Run 1, clock routing:
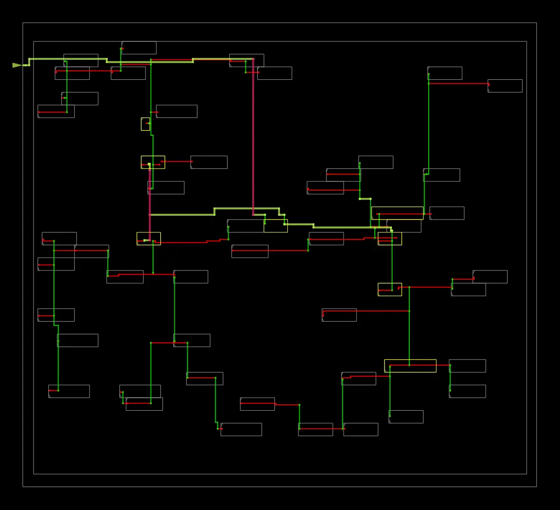
Run 1, sizing map:
The bar under the picture is 20 um long.
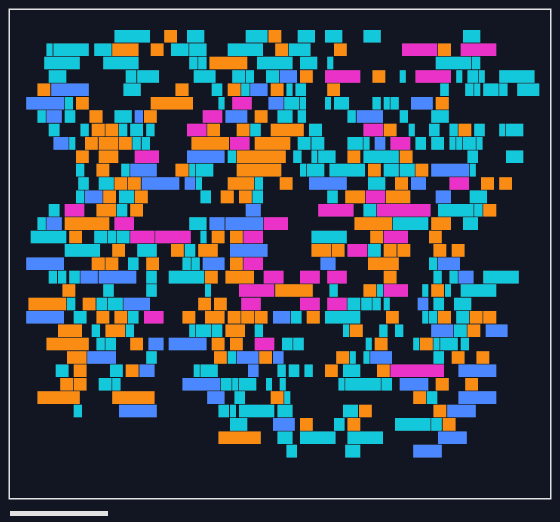
Run 1, routed metal, one colour a layer:
The bar under the picture is 20 um long.
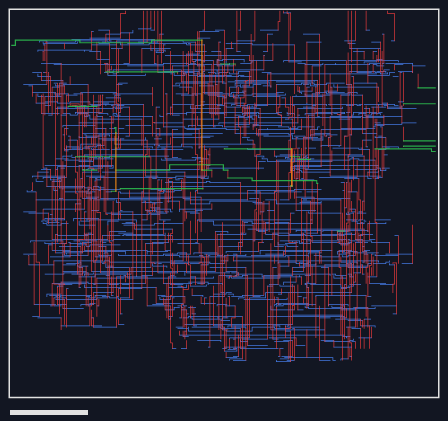
Run 1, sequential cells coloured by netlist name:
The bar under the picture is 20 um long. Other sequential cells in the stronger grey, the rest of the logic in the fainter grey.
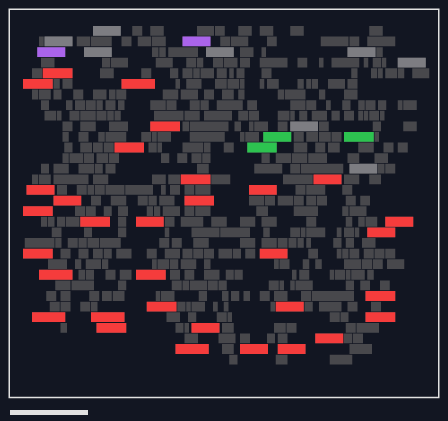
Design udt_conn_fsm_flat, sky130hd; sources not shown.
==> flow_summary_export.csv, run 1 <==
group,metric,value,unit
status,status,"complete, but fails checks",
status,violations,"setup timing",
logic_synthesis,ys.warnings.count,0,
critical_path,critical_path_class,"reg2reg",
floorplanning,taps,126,
detailed_routing,drc_errors,0,
power_and_ir_drop,p_int,1.89,mW
power_and_ir_drop,p_seq_share,41.4,%
power_and_ir_drop,powerDensity,565,mW/mm2
critical_path,reg2reg_slack,-0.22,ns
critical_path,worstRegToRegCells,8,
final_timing,fin_ws,-0.216,ns
logic_synthesis,synthArstFlopShare,0,%
run,warning_count,57,
cts,cts_buffers,5,
power_and_ir_drop,pwr.group.combinational,0.532,mW
power_and_ir_drop,switching_share,27.5,%
layout,n_antenna_cell,0,
layout,lay_top_cells,"107 x buf_4, 29 x nand2_1, 24 x dfxtp_1, 21 x a21oi_1, 21 x buf_6",
grt,use_met2,28.4,%
critical_path,crit_top_cell,"buf_12",
hold_path,whs_path_depth,2,
placed_design,pre_cts_ws,-0.418,ns
final_timing,hold_slack,0.471,ns
logic_synthesis,mux_share,3.87,%
layout,nets,506,
floorplanning,die_y,99.2,um
final_timing,period_needed,1.92,ns
detailed_routing,highest_layer,"met4",
critical_path,cp.arrival,2.12,ns
final_timing,fin_setup_tns,-4.97,ns
final_timing,clock.fmax,522,MHz
detailed_routing,wl_met2,4.46,mm
grt,grt_max_degree,22,
critical_path,cp_max_fo,8,
cts,postCtsSetupBuffers,15,
floorplanning,core_area,0.00974,mm2
critical_path,critPathLaunchType,"register",
cts,cts.hold.buffers_added,0,
cts,clock-sinks,45,
logic_synthesis,simple_gate_share,33.7,%
grt,grt_overflow,0,
layout,largest_reg_flops,32,
hold_path,hold_path.class,"reg2reg",
layout,comb-cell-share,43.6,%
cts,cts-root-buf,"clkbuf_8",
critical_path,path_buffers,3,
final_timing,rsz0062_at_grt,"true",
logic_synthesis,ys_cells,321,
grt,busiest_layer,"met2",
power_and_ir_drop,comb_power_share,20.4,%
logic_synthesis,ys.flop_type,"dfxtp_1",
logic_synthesis,synthXorXnorAreaFrac,0.335,%
critical_path,slowest_delay,0.44,ns
final_timing,finalClockPeriodUsage,113,%
cts,clk_pin_slew,0.09,ns
layout,logic_area,0.00201,mm2
grt,grt_util_met3,3.28,%
final_timing,setup_violations,37,
power_and_ir_drop,switchingPower,0.716,mW
logic_synthesis,synth_cell_types,58,
layout,flops,45,
logic_synthesis,ys.flops,45,
-- 'clock routing' (at the start) --
Clock net power: 0.994 mW
clkbuf count: 5
Latency at later pin: 0.31 ns
final setup skew: 0.0114 ns

-- 'sizing map' (at the start) --
colour	size	cells	share	most used
blue	x2	57	12%	dfxtp_2
cyan	x1 and smaller	232	50%	nand2_1
magenta	x6 and larger	35	7.6%	buf_6
orange	x3 and x4	139	30%	buf_4
count of plain and timing-repair buffers in the layout: 151
final instance area: 0.00461 mm2

-- 'routed metal, one colour a layer' (at the start) --
colour	layer	wire length
blue	M1	4850 um
green	M3	255 um
red	M2	4460 um
orange	M4	57.8 um
Total Routing Usage GR: 18.5%
total number of vias: 3118
routed length per placed instance: 16.3 um
final wirelength: 9.62 mm

-- 'sequential cells coloured by netlist name' (at the start) --
colour	name in the netlist	placed flops
green	u_core.conn_state	3
red	u_core.timer_q	32
purple	u_core.err_code	2
Final Util: 47.3%
sequential power: 1.08 mW
FF/Latch Area: 940 um2
flop share of the area: 20.4%

--- run 2 (diff from run 1) ---
--- a/config.mk
+++ b/config.mk
@@ -8,6 +8,7 @@
 export CORE_ASPECT_RATIO = 0.9
 export CORE_MARGIN = 2
 export CORE_UTILIZATION = 26
+export CTS_BUF_LIST = sky130_fd_sc_hd__clkbuf_8
 export DETAILED_ROUTE_END_ITERATION = 7
 export PLACE_DENSITY_LB_ADDON = 0.08
 export REMOVE_ABC_BUFFERS = 1
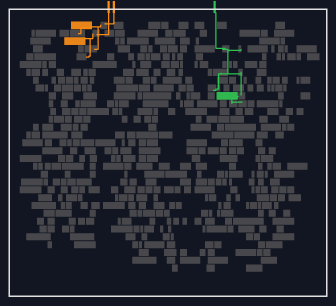
Run 2: wires at chosen ports, followed through buffers
colour	port	bits	direction	edge	end cells	buffers	wire
green	eng_Req_Connect	1	output	north	1	2	64.7 um
orange	retry_cnt	2	output	north	2	2	52.7 um
IO Pins: 55
port bufs: 24

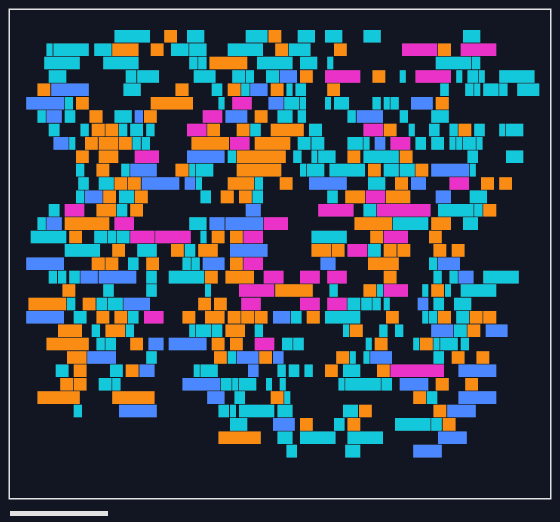
Run 2: sizing map
The bar under the picture is 20 um long.
area delta synth->final: 76.1%
setup ws final: -0.216 ns

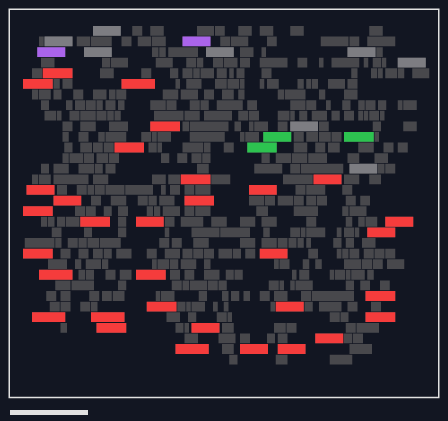
Run 2: sequential cells coloured by netlist name
The bar under the picture is 20 um long. Other sequential cells in the stronger grey, the rest of the logic in the fainter grey.
colour	name in the netlist	placed flops
red	u_core.timer_q	32
purple	u_core.err_code	2
green	u_core.conn_state	3

==> run 2 against run 1 <==
The run still ends with setup timing left. Via count stayed put. Synthesized cell count did not move. Setup slack stayed put. Core utilization unchanged. Hold slack unchanged. Critical path type unchanged. Largest power group unchanged.
==> flow_summary_export.csv, run 2 <==
group,metric,value,unit
status,status,"complete, but fails checks",
status,violations,"setup timing",
floorplanning,die_y,99.2,um
final_timing,fin_setup_tns,-4.97,ns
logic_synthesis,ys.flops,45,
grt,grt_overflow,0,
power_and_ir_drop,pwr.group.combinational,0.532,mW
layout,fin_util,47.3,%
layout,lay_top_cells,"107 x buf_4, 29 x nand2_1, 24 x dfxtp_1, 21 x a21oi_1, 21 x buf_6",
critical_path,critical_path_class,"reg2reg",
power_and_ir_drop,switching_share,27.5,%
logic_synthesis,synthArstFlopShare,0,%
power_and_ir_drop,clk-power,0.994,mW
layout,seq_area_share,20.4,%
logic_synthesis,synthXorXnorAreaFrac,0.335,%
final_timing,fin_skew,0.0114,ns
critical_path,slowest_delay,0.44,ns
floorplanning,core_area,0.00974,mm2
power_and_ir_drop,comb_power_share,20.4,%
detailed_routing,vias,3118,
layout,flops,45,
layout,logic_area,0.00201,mm2
run,warning_count,57,
logic_synthesis,synth_cell_types,58,
layout,n_antenna_cell,0,
grt,grt_util_met3,3.28,%
floorplanning,taps,126,
cts,postCtsSetupBuffers,15,
cts,cts-root-buf,"clkbuf_8",
layout,regArea,940,um2
logic_synthesis,mux_share,3.87,%
layout,n_all_buffers,151,
detailed_routing,wl_met2,4.46,mm
hold_path,hold_path.class,"reg2reg",
cts,clk_pin_slew,0.09,ns
cts,cts_buffers,5,
placed_design,pre_cts_ws,-0.418,ns
critical_path,reg2reg_slack,-0.22,ns
layout,comb-cell-share,43.6,%
critical_path,crit_top_cell,"buf_12",
detailed_routing,wl,9.62,mm
power_and_ir_drop,powerDensity,565,mW/mm2
critical_path,worstRegToRegCells,8,
logic_synthesis,ys.warnings.count,0,
critical_path,cp.arrival,2.12,ns
final_timing,setup_violations,37,
critical_path,critPathLaunchType,"register",
grt,busiest_layer,"met2",
detailed_routing,highest_layer,"met4",
logic_synthesis,ys.flop_type,"dfxtp_1",
final_timing,fin_ws,-0.216,ns
No activity file was given, so power comes from the tool's default toggle rates.
